==> config.mk <==
export PLATFORM = sky130hd
export DESIGN_NAME = portamento_sched_flat
export DESIGN_NICKNAME = d
export VERILOG_FILES = /design/src/rtl/portamento_sched_if.sv /design/src/rtl/portamento_sched.sv /design/src/flat_wrapper.sv
export SDC_FILE = /design/constraint.sdc
export NUM_CORES = 2
export LEC_CHECK = 0
export CORE_ASPECT_RATIO = 1.1
export CORE_MARGIN = 4
export CORE_UTILIZATION = 58
export DETAILED_ROUTE_END_ITERATION = 7
export HOLD_SLACK_MARGIN = 0.05
export PLACE_DENSITY = 0.84
export SLEW_MARGIN = 20
export SYNTH_ARGS = -nofsm -noshare
export SYNTH_HDL_FRONTEND = slang
export SYNTH_SLANG_ARGS = --single-unit
==> constraint.sdc <==
create_clock -name clk50mhz -period 26.6 [get_ports clk50mhz]
set_input_delay 3.99 -clock clk50mhz [delete_from_list [all_inputs] [get_ports clk50mhz]]
set_output_delay 3.99 -clock clk50mhz [all_outputs]
set_load 0.01 [all_outputs]
==> src/rtl/portamento_sched_if.sv <==
// Bus bundle for portamento_sched: host config/pitch writes, the shared portamento
// datapath handshake, and the captured-output / status side.
interface portamento_sched_if #(
    parameter int unsigned NUNITS = 4,
    parameter int unsigned DSZ    = 52
);
    localparam int unsigned AW = (NUNITS > 1) ? $clog2(NUNITS) : 1;

    logic                  cfg_we;
    logic [AW-1:0]         cfg_addr;
    logic [17:0]           cfg_div;
    logic [2:0]            cfg_bw;

    logic                  pitch_we;
    logic [AW-1:0]         pitch_addr;
    logic signed [DSZ-1:0] pitch_data;

    logic [AW-1:0]         porta_unit;
    logic                  porta_clk;
    logic signed [DSZ-1:0] porta_in;
    logic [17:0]           porta_div;
    logic [2:0]            porta_bw;
    logic signed [DSZ-1:0] porta_out;

    logic [AW-1:0]         out_unit;
    logic signed [DSZ-1:0] out_data;
    logic                  out_valid;

    logic                  busy;
    logic                  overrun;
    logic                  ovr_clr;

    // master: host plus external datapath; slave: the scheduler
    modport master (
        output cfg_we, cfg_addr, cfg_div, cfg_bw,
        output pitch_we, pitch_addr, pitch_data,
        output porta_out, ovr_clr,
        input  porta_unit, porta_clk, porta_in, porta_div, porta_bw,
        input  out_unit, out_data, out_valid, busy, overrun
    );

    modport slave (
        input  cfg_we, cfg_addr, cfg_div, cfg_bw,
        input  pitch_we, pitch_addr, pitch_data,
        input  porta_out, ovr_clr,
        output porta_unit, porta_clk, porta_in, porta_div, porta_bw,
        output out_unit, out_data, out_valid, busy, overrun
    );
endinterface

==> src/rtl/portamento_sched.sv <==
// Time-multiplexes NUNITS pitch channels through one portamento datapath, one sweep per tick.
// Optional sticky dropped-tick flag enabled by defining PORTA_SCHED_OVERRUN_EN.
module portamento_sched #(
    parameter int unsigned NUNITS   = 4,
    parameter int unsigned DSZ      = 52,
    parameter int unsigned PRESCALE = 50
) (
    input  logic              clk50mhz,
    input  logic              reset,
    portamento_sched_if.slave bus
);
    localparam int unsigned AW = (NUNITS > 1) ? $clog2(NUNITS) : 1;
    localparam int unsigned PW = (PRESCALE > 1) ? $clog2(PRESCALE) : 1;
    localparam int unsigned DW = 18;
    localparam int unsigned BW = 3;

    localparam logic [1:0] S_IDLE    = 2'd0;
    localparam logic [1:0] S_SELECT  = 2'd1;
    localparam logic [1:0] S_STROBE  = 2'd2;
    localparam logic [1:0] S_CAPTURE = 2'd3;

    localparam logic [AW-1:0] LAST_UNIT = AW'(NUNITS - 1);
    localparam logic [PW-1:0] PRE_LAST  = PW'(PRESCALE - 1);

    logic [PW-1:0]         r_pre;
    logic                  w_tick;
    logic [1:0]            r_state, w_state_nxt;
    logic [AW-1:0]         r_idx, w_idx_nxt;
    logic                  w_load, w_sel, w_strobe, w_cap;

    logic signed [DSZ-1:0] r_sh_pitch  [NUNITS];
    logic [DW-1:0]         r_sh_div    [NUNITS];
    logic [BW-1:0]         r_sh_bw     [NUNITS];
    logic signed [DSZ-1:0] r_act_pitch [NUNITS];
    logic [DW-1:0]         r_act_div   [NUNITS];
    logic [BW-1:0]         r_act_bw    [NUNITS];

    logic signed [DSZ-1:0] w_src_pitch;
    logic [DW-1:0]         w_src_div;
    logic [BW-1:0]         w_src_bw;

    logic [AW-1:0]         r_porta_unit;
    logic                  r_porta_clk;
    logic signed [DSZ-1:0] r_porta_in;
    logic [DW-1:0]         r_porta_div;
    logic [BW-1:0]         r_porta_bw;
    logic [AW-1:0]         r_out_unit;
    logic signed [DSZ-1:0] r_out_data;
    logic                  r_out_valid;
    logic                  r_busy;

    // Tick prescaler
    assign w_tick = (r_pre == PRE_LAST);

    always_ff @(posedge clk50mhz or posedge reset) begin
        if (reset) r_pre <= '0;
        else       r_pre <= w_tick ? '0 : r_pre + PW'(1);
    end

    always_ff @(posedge clk50mhz or posedge reset) begin
        if (reset) begin
            r_state <= S_IDLE;
            r_idx   <= '0;
        end else begin
            r_state <= w_state_nxt;
            r_idx   <= w_idx_nxt;
        end
    end

    // Ticks seen outside IDLE fall through unused: the sweep is never restarted
    always_comb begin
        w_state_nxt = r_state;
        w_idx_nxt   = r_idx;
        w_load      = 1'b0;
        w_sel       = 1'b0;
        w_strobe    = 1'b0;
        w_cap       = 1'b0;
        case (r_state)
            S_IDLE: begin
                if (w_tick) begin
                    w_state_nxt = S_SELECT;
                    w_idx_nxt   = '0;
                    w_load      = 1'b1;
                end
            end
            S_SELECT: begin
                w_state_nxt = S_STROBE;
                w_strobe    = 1'b1;
            end
            S_STROBE: w_state_nxt = S_CAPTURE;
            S_CAPTURE: begin
                w_cap = 1'b1;
                if (r_idx == LAST_UNIT) begin
                    w_state_nxt = S_IDLE;
                end else begin
                    w_state_nxt = S_SELECT;
                    w_idx_nxt   = r_idx + AW'(1);
                    w_sel       = 1'b1;
                end
            end
            default: w_state_nxt = S_IDLE;
        endcase
    end

    // Unit 0 is taken from shadow because active is being loaded on the same edge
    always_comb begin
        if (w_load) begin
            w_src_pitch = r_sh_pitch[0];
            w_src_div   = r_sh_div[0];
            w_src_bw    = r_sh_bw[0];
        end else begin
            w_src_pitch = r_act_pitch[w_idx_nxt];
            w_src_div   = r_act_div[w_idx_nxt];
            w_src_bw    = r_act_bw[w_idx_nxt];
        end
    end

    always_ff @(posedge clk50mhz or posedge reset) begin
        if (reset) begin
            for (int i = 0; i < int'(NUNITS); i++) begin
                r_sh_pitch[i] <= '0;
                r_sh_div[i]   <= '0;
                r_sh_bw[i]    <= '0;
            end
        end else begin
            if (bus.cfg_we) begin
                r_sh_div[bus.cfg_addr] <= bus.cfg_div;
                r_sh_bw[bus.cfg_addr]  <= bus.cfg_bw;
            end
            if (bus.pitch_we) r_sh_pitch[bus.pitch_addr] <= bus.pitch_data;
        end
    end

    // Active set frozen for the whole sweep; a same-edge shadow write lands next sweep
    always_ff @(posedge clk50mhz or posedge reset) begin
        if (reset) begin
            for (int i = 0; i < int'(NUNITS); i++) begin
                r_act_pitch[i] <= '0;
                r_act_div[i]   <= '0;
                r_act_bw[i]    <= '0;
            end
        end else if (w_load) begin
            for (int i = 0; i < int'(NUNITS); i++) begin
                r_act_pitch[i] <= r_sh_pitch[i];
                r_act_div[i]   <= r_sh_div[i];
                r_act_bw[i]    <= r_sh_bw[i];
            end
        end
    end

    always_ff @(posedge clk50mhz or posedge reset) begin
        if (reset) begin
            r_porta_unit <= '0;
            r_porta_in   <= '0;
            r_porta_div  <= '0;
            r_porta_bw   <= '0;
            r_porta_clk  <= 1'b0;
            r_out_unit   <= '0;
            r_out_data   <= '0;
            r_out_valid  <= 1'b0;
            r_busy       <= 1'b0;
        end else begin
            if (w_load || w_sel) begin
                r_porta_unit <= w_idx_nxt;
                r_porta_in   <= w_src_pitch;
                r_porta_div  <= w_src_div;
                r_porta_bw   <= w_src_bw;
            end
            r_porta_clk <= w_strobe;
            r_out_valid <= w_cap;
            if (w_cap) begin
                r_out_unit <= r_idx;
                r_out_data <= bus.porta_out;
            end
            r_busy <= (w_state_nxt != S_IDLE);
        end
    end

`ifdef PORTA_SCHED_OVERRUN_EN
    logic w_drop;
    logic r_overrun;

    assign w_drop = w_tick && (r_state != S_IDLE);

    // Set wins over a simultaneous clear
    always_ff @(posedge clk50mhz or posedge reset) begin
        if (reset)            r_overrun <= 1'b0;
        else if (w_drop)      r_overrun <= 1'b1;
        else if (bus.ovr_clr) r_overrun <= 1'b0;
    end

    assign bus.overrun = r_overrun;
`else
    logic w_unused_ovr_clr;
    assign w_unused_ovr_clr = bus.ovr_clr;
    assign bus.overrun      = 1'b0;
`endif

    assign bus.porta_unit = r_porta_unit;
    assign bus.porta_clk  = r_porta_clk;
    assign bus.porta_in   = r_porta_in;
    assign bus.porta_div  = r_porta_div;
    assign bus.porta_bw   = r_porta_bw;
    assign bus.out_unit   = r_out_unit;
    assign bus.out_data   = r_out_data;
    assign bus.out_valid  = r_out_valid;
    assign bus.busy       = r_busy;
endmodule

==> src/flat_wrapper.sv <==
// flat-port wrapper written by rule: the top's interface ports become plain ports
module portamento_sched_flat 
#(
    parameter int unsigned NUNITS   = 4,
    parameter int unsigned DSZ      = 52,
    parameter int unsigned PRESCALE = 50
)
  (clk50mhz, reset, bus_cfg_we, bus_cfg_addr, bus_cfg_div, bus_cfg_bw, bus_pitch_we, bus_pitch_addr, bus_pitch_data, bus_porta_out, bus_ovr_clr, bus_porta_unit, bus_porta_clk, bus_porta_in, bus_porta_div, bus_porta_bw, bus_out_unit, bus_out_data, bus_out_valid, bus_busy, bus_overrun);
  portamento_sched_if #(.NUNITS(NUNITS), .DSZ(DSZ)) bus_i ();
  input  logic clk50mhz;
  input  logic reset;
  input wire logic [$bits(bus_i.cfg_we)-1:0] bus_cfg_we;
  input wire logic [$bits(bus_i.cfg_addr)-1:0] bus_cfg_addr;
  input wire logic [$bits(bus_i.cfg_div)-1:0] bus_cfg_div;
  input wire logic [$bits(bus_i.cfg_bw)-1:0] bus_cfg_bw;
  input wire logic [$bits(bus_i.pitch_we)-1:0] bus_pitch_we;
  input wire logic [$bits(bus_i.pitch_addr)-1:0] bus_pitch_addr;
  input wire logic [$bits(bus_i.pitch_data)-1:0] bus_pitch_data;
  input wire logic [$bits(bus_i.porta_out)-1:0] bus_porta_out;
  input wire logic [$bits(bus_i.ovr_clr)-1:0] bus_ovr_clr;
  output wire logic [$bits(bus_i.porta_unit)-1:0] bus_porta_unit;
  output wire logic [$bits(bus_i.porta_clk)-1:0] bus_porta_clk;
  output wire logic [$bits(bus_i.porta_in)-1:0] bus_porta_in;
  output wire logic [$bits(bus_i.porta_div)-1:0] bus_porta_div;
  output wire logic [$bits(bus_i.porta_bw)-1:0] bus_porta_bw;
  output wire logic [$bits(bus_i.out_unit)-1:0] bus_out_unit;
  output wire logic [$bits(bus_i.out_data)-1:0] bus_out_data;
  output wire logic [$bits(bus_i.out_valid)-1:0] bus_out_valid;
  output wire logic [$bits(bus_i.busy)-1:0] bus_busy;
  output wire logic [$bits(bus_i.overrun)-1:0] bus_overrun;
  assign bus_i.cfg_we = bus_cfg_we;
  assign bus_i.cfg_addr = bus_cfg_addr;
  assign bus_i.cfg_div = bus_cfg_div;
  assign bus_i.cfg_bw = bus_cfg_bw;
  assign bus_i.pitch_we = bus_pitch_we;
  assign bus_i.pitch_addr = bus_pitch_addr;
  assign bus_i.pitch_data = bus_pitch_data;
  assign bus_i.porta_out = bus_porta_out;
  assign bus_i.ovr_clr = bus_ovr_clr;
  assign bus_porta_unit = bus_i.porta_unit;
  assign bus_porta_clk = bus_i.porta_clk;
  assign bus_porta_in = bus_i.porta_in;
  assign bus_porta_div = bus_i.porta_div;
  assign bus_porta_bw = bus_i.porta_bw;
  assign bus_out_unit = bus_i.out_unit;
  assign bus_out_data = bus_i.out_data;
  assign bus_out_valid = bus_i.out_valid;
  assign bus_busy = bus_i.busy;
  assign bus_overrun = bus_i.overrun;
  portamento_sched #(.NUNITS(NUNITS), .DSZ(DSZ), .PRESCALE(PRESCALE)) u_core (.clk50mhz(clk50mhz), .reset(reset), .bus(bus_i));
endmodule
==> results.toml <==
# flow metrics
[die]
initCoreUtil_pct = 58.6
die_h_um = 250

[grt]
grt_max_degree = 221
grt_pass1_vias = 23574

[synth]
synthesis.area_sq_mm = 0.0308
syn_avg_cell_area_sq_um = 10.7

[status]
outcome = "finished with violations"
violations = "slew limit"

[place]
numPortBuffers = 264
routabilityCongestion = 0.805

[final_timing]
finalMaxSlewViolations = 3
max_freq_ghz = 0.141
hold_viol_final = 0

[pwr]
powerComb_mw = 0.257
pwr-share-comb_pct = 10.0

[flow_run]
max_cap_violations = 0
warnings = 55

[setup_path]
crit_slowest_cell = "buf_4"
critPathKind = "input port to asynchronous set/reset pin"

[final_layout]
clock_area_share_pct = 6.78
utilization_pct = 69.1
critical path, delay by kind of cell:
family | cells | cell delay, ns
buf+inv | 5 | 3.36
cell usage after synthesis:
master	n
dfrtp_1	726
ha_1	6
buf_1	9
nor3_2	1
inv_1	6
o31a_1	1
a21oi_1	5
buf_4	8
nor3b_2	1
or3b_4	1
xnor2_1	1
a22oi_1	65
a21boi_0	81
nand2b_1	3
nor2_1	82
nand2_1	878
or2_2	1
o211ai_1	74
o21ai_1	20
o21ai_0	130
nand3b_1	4
nor3_1	1
o32ai_2	1
nand4_1	1
a211o_1	73
and3_1	74
buf_2	47
o21a_1	3
xor2_1	2
nor2b_1	1
o31ai_4	1
nor3b_1	2
conb_1	1
mux2_2	348
clkbuf_1	136
and2_1	1
nand3_1	77
per-layer routing:
layer / vias up / wire, um / global-route usage, %
li1: 10088 / - / -
met1: 11518 / 30900 / 36.0
met2: 859 / 37700 / 43.3
met3: 190 / 5520 / 5.45
met4: 10 / 2570 / 10.9
met5: - / 57 / 0
metrics by stage:
step | hold slack [ns] | cells | power (mW) | setup WS [ns] | area, sq um
5_1_grt | 0.479 | 3773 | 2.68 | 19.00 | 36300
2_1_floorplan | 0.433 | 2872 | 1.45 | 2.24 | 30800
6_report | 0.456 | 3775 | 2.57 | 19.50 | 36300
3_5_place_dp | 0.446 | 3641 | 1.53 | 18.46 | 33800
4_1_cts | 0.455 | 3771 | 2.59 | 19.14 | 36300
3_3_place_gp | 0.440 | 3640 | 1.50 | 18.65 | 33800
worst paths after layout:
kind | endpoint | cells after the start | slack, ns | startpoint
hold / removal | u_core.r_act_pitch[97] | 2 | 0.46 | u_core.r_sh_pitch[97]
setup / recovery | u_core.r_act_pitch[38] | 5 | 19.50 | reset
hold reg to reg | u_core.r_act_pitch[97] | 2 | 0.46 | u_core.r_sh_pitch[97]
max in group clk50mhz | bus_porta_in[3] | 1 | 20.99 | u_core.bus.porta_in[3]
min in group asynchronous | u_core.bus.out_data[24] | 2 | 4.03 | reset
setup reg to reg | u_core.bus.porta_div[11] | 9 | 22.97 | u_core.r_state[0]
logic make-up after synthesis:
| logic type | after synthesis | share of synthesized area, % |
|---|---|---|
| xor gates and xnor gates | 3 | 0.0854 |
| buffers and inverters | 206 | 2.80 |
| AOI/OAI and AO/OA | 454 | 10.2 |
| and+or+nand+nor | 1128 | 14.9 |
| DFF | 726 | 59.0 |
| muxes | 348 | 12.7 |
| other | 1 | 0.0122 |
| adders and majority gates | 6 | 0.244 |
placed cells by master, fill, tap and decap left out, drive strengths merged, types with 4 or more instances in the layout:
cell | netlist | routed
mux2 | 348 | 348
nand3b | 4 | 4
clkbuf | 136 | 104
a22oi | 65 | 65
dfrtp | 726 | 726
clkdlybuf4s50 | 0 | 264
o21ai | 150 | 150
nand2 | 878 | 878
o211ai | 74 | 74
a21oi | 5 | 5
inv | 6 | 10
clkinvlp | 0 | 4
bufinv | 0 | 7
a211o | 73 | 73
diode | 0 | 4
a21boi | 81 | 81
ha | 6 | 6
clkinv | 0 | 11
nor2 | 82 | 82
and3 | 74 | 74
nand3 | 77 | 77
buf | 64 | 30
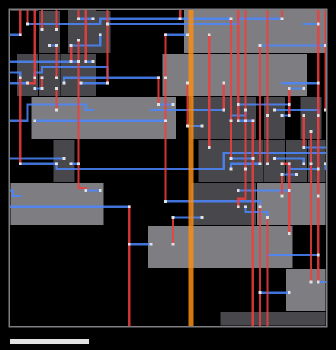
Fig. 1. Zoomed window.
Scale bar: 5 um. Window x 104 to 124, y 165 to 185 um. Cells in gray, sequential cells in the stronger gray; small squares are vias.
legend:
  blue:
    layer: met1
  red:
    layer: met2
  orange:
    layer: met4
netlist names of flops here include: u_core.r_sh_pitch (3), u_core.r_act_pitch (2)
most frequent: nand2_1 (9), dfrtp_1 (5), mux2_2 (3)
sequential cells in the window: 5
cells with their middle in the window: 19

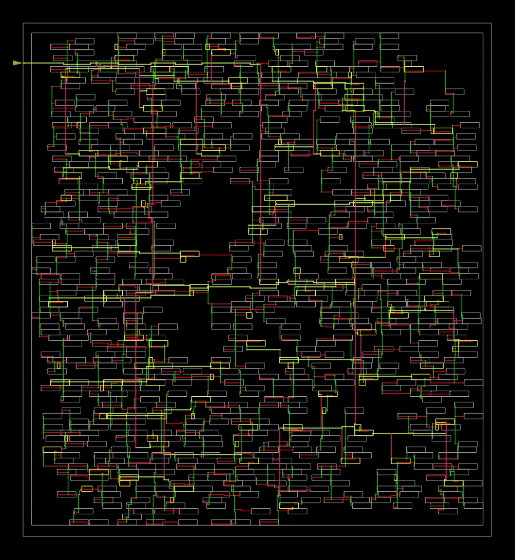
Fig. 2. Clock wiring as the flow saved it.
Fin Clk Skew: 0.0161 ns
Clock Sinks: 726
Clk power: 1.06 mW

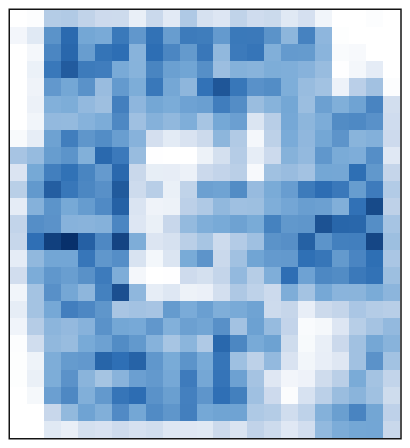
Fig. 3. Signal metal coverage by tile.
23 x 25 tiles, from white (low) to dark blue (high), scaled to the fullest tile. Values are wire area over tile area, all layers added.
fullest tile: 0.54
tiles over half the peak: 40%
nearly empty tiles: 5.9%
mean over tiles: 0.22
total wire length: 76700 um
Total GRT Usage: 26.9%
WL/cell: 20.3 um

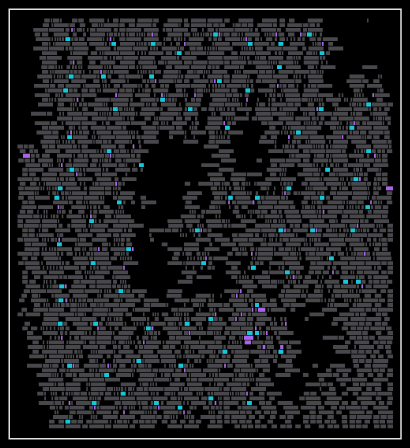
Fig. 4. Gate families picked out.
legend:
  purple:
    family: NOR gates
    cells: 88
    most_used: nor2_1
    where: all over the die
  cyan:
    family: AND-OR and OR-AND gates
    cells: 77
    most_used: a211o_1
    where: all over the die

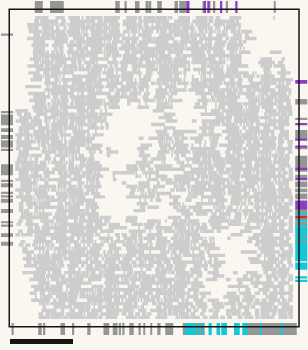
Fig. 5. Ports around the boundary.
Scale bar: 50 um. Pins as bars across the die edge, other pins in gray.
legend:
  red:
    port: reset
    pins: 1
    direction: input
    edge: east
  cyan:
    port: bus_porta_out
    pins: 52
    direction: input
    edge: 26 south, 26 east
  purple:
    port: bus_cfg_div
    pins: 18
    direction: input
    edge: 12 east, 6 north
all pins by edge: 107 south, 76 east, 46 north, 38 west

Power figures rest on the tool's default switching activity, not on a simulated workload.
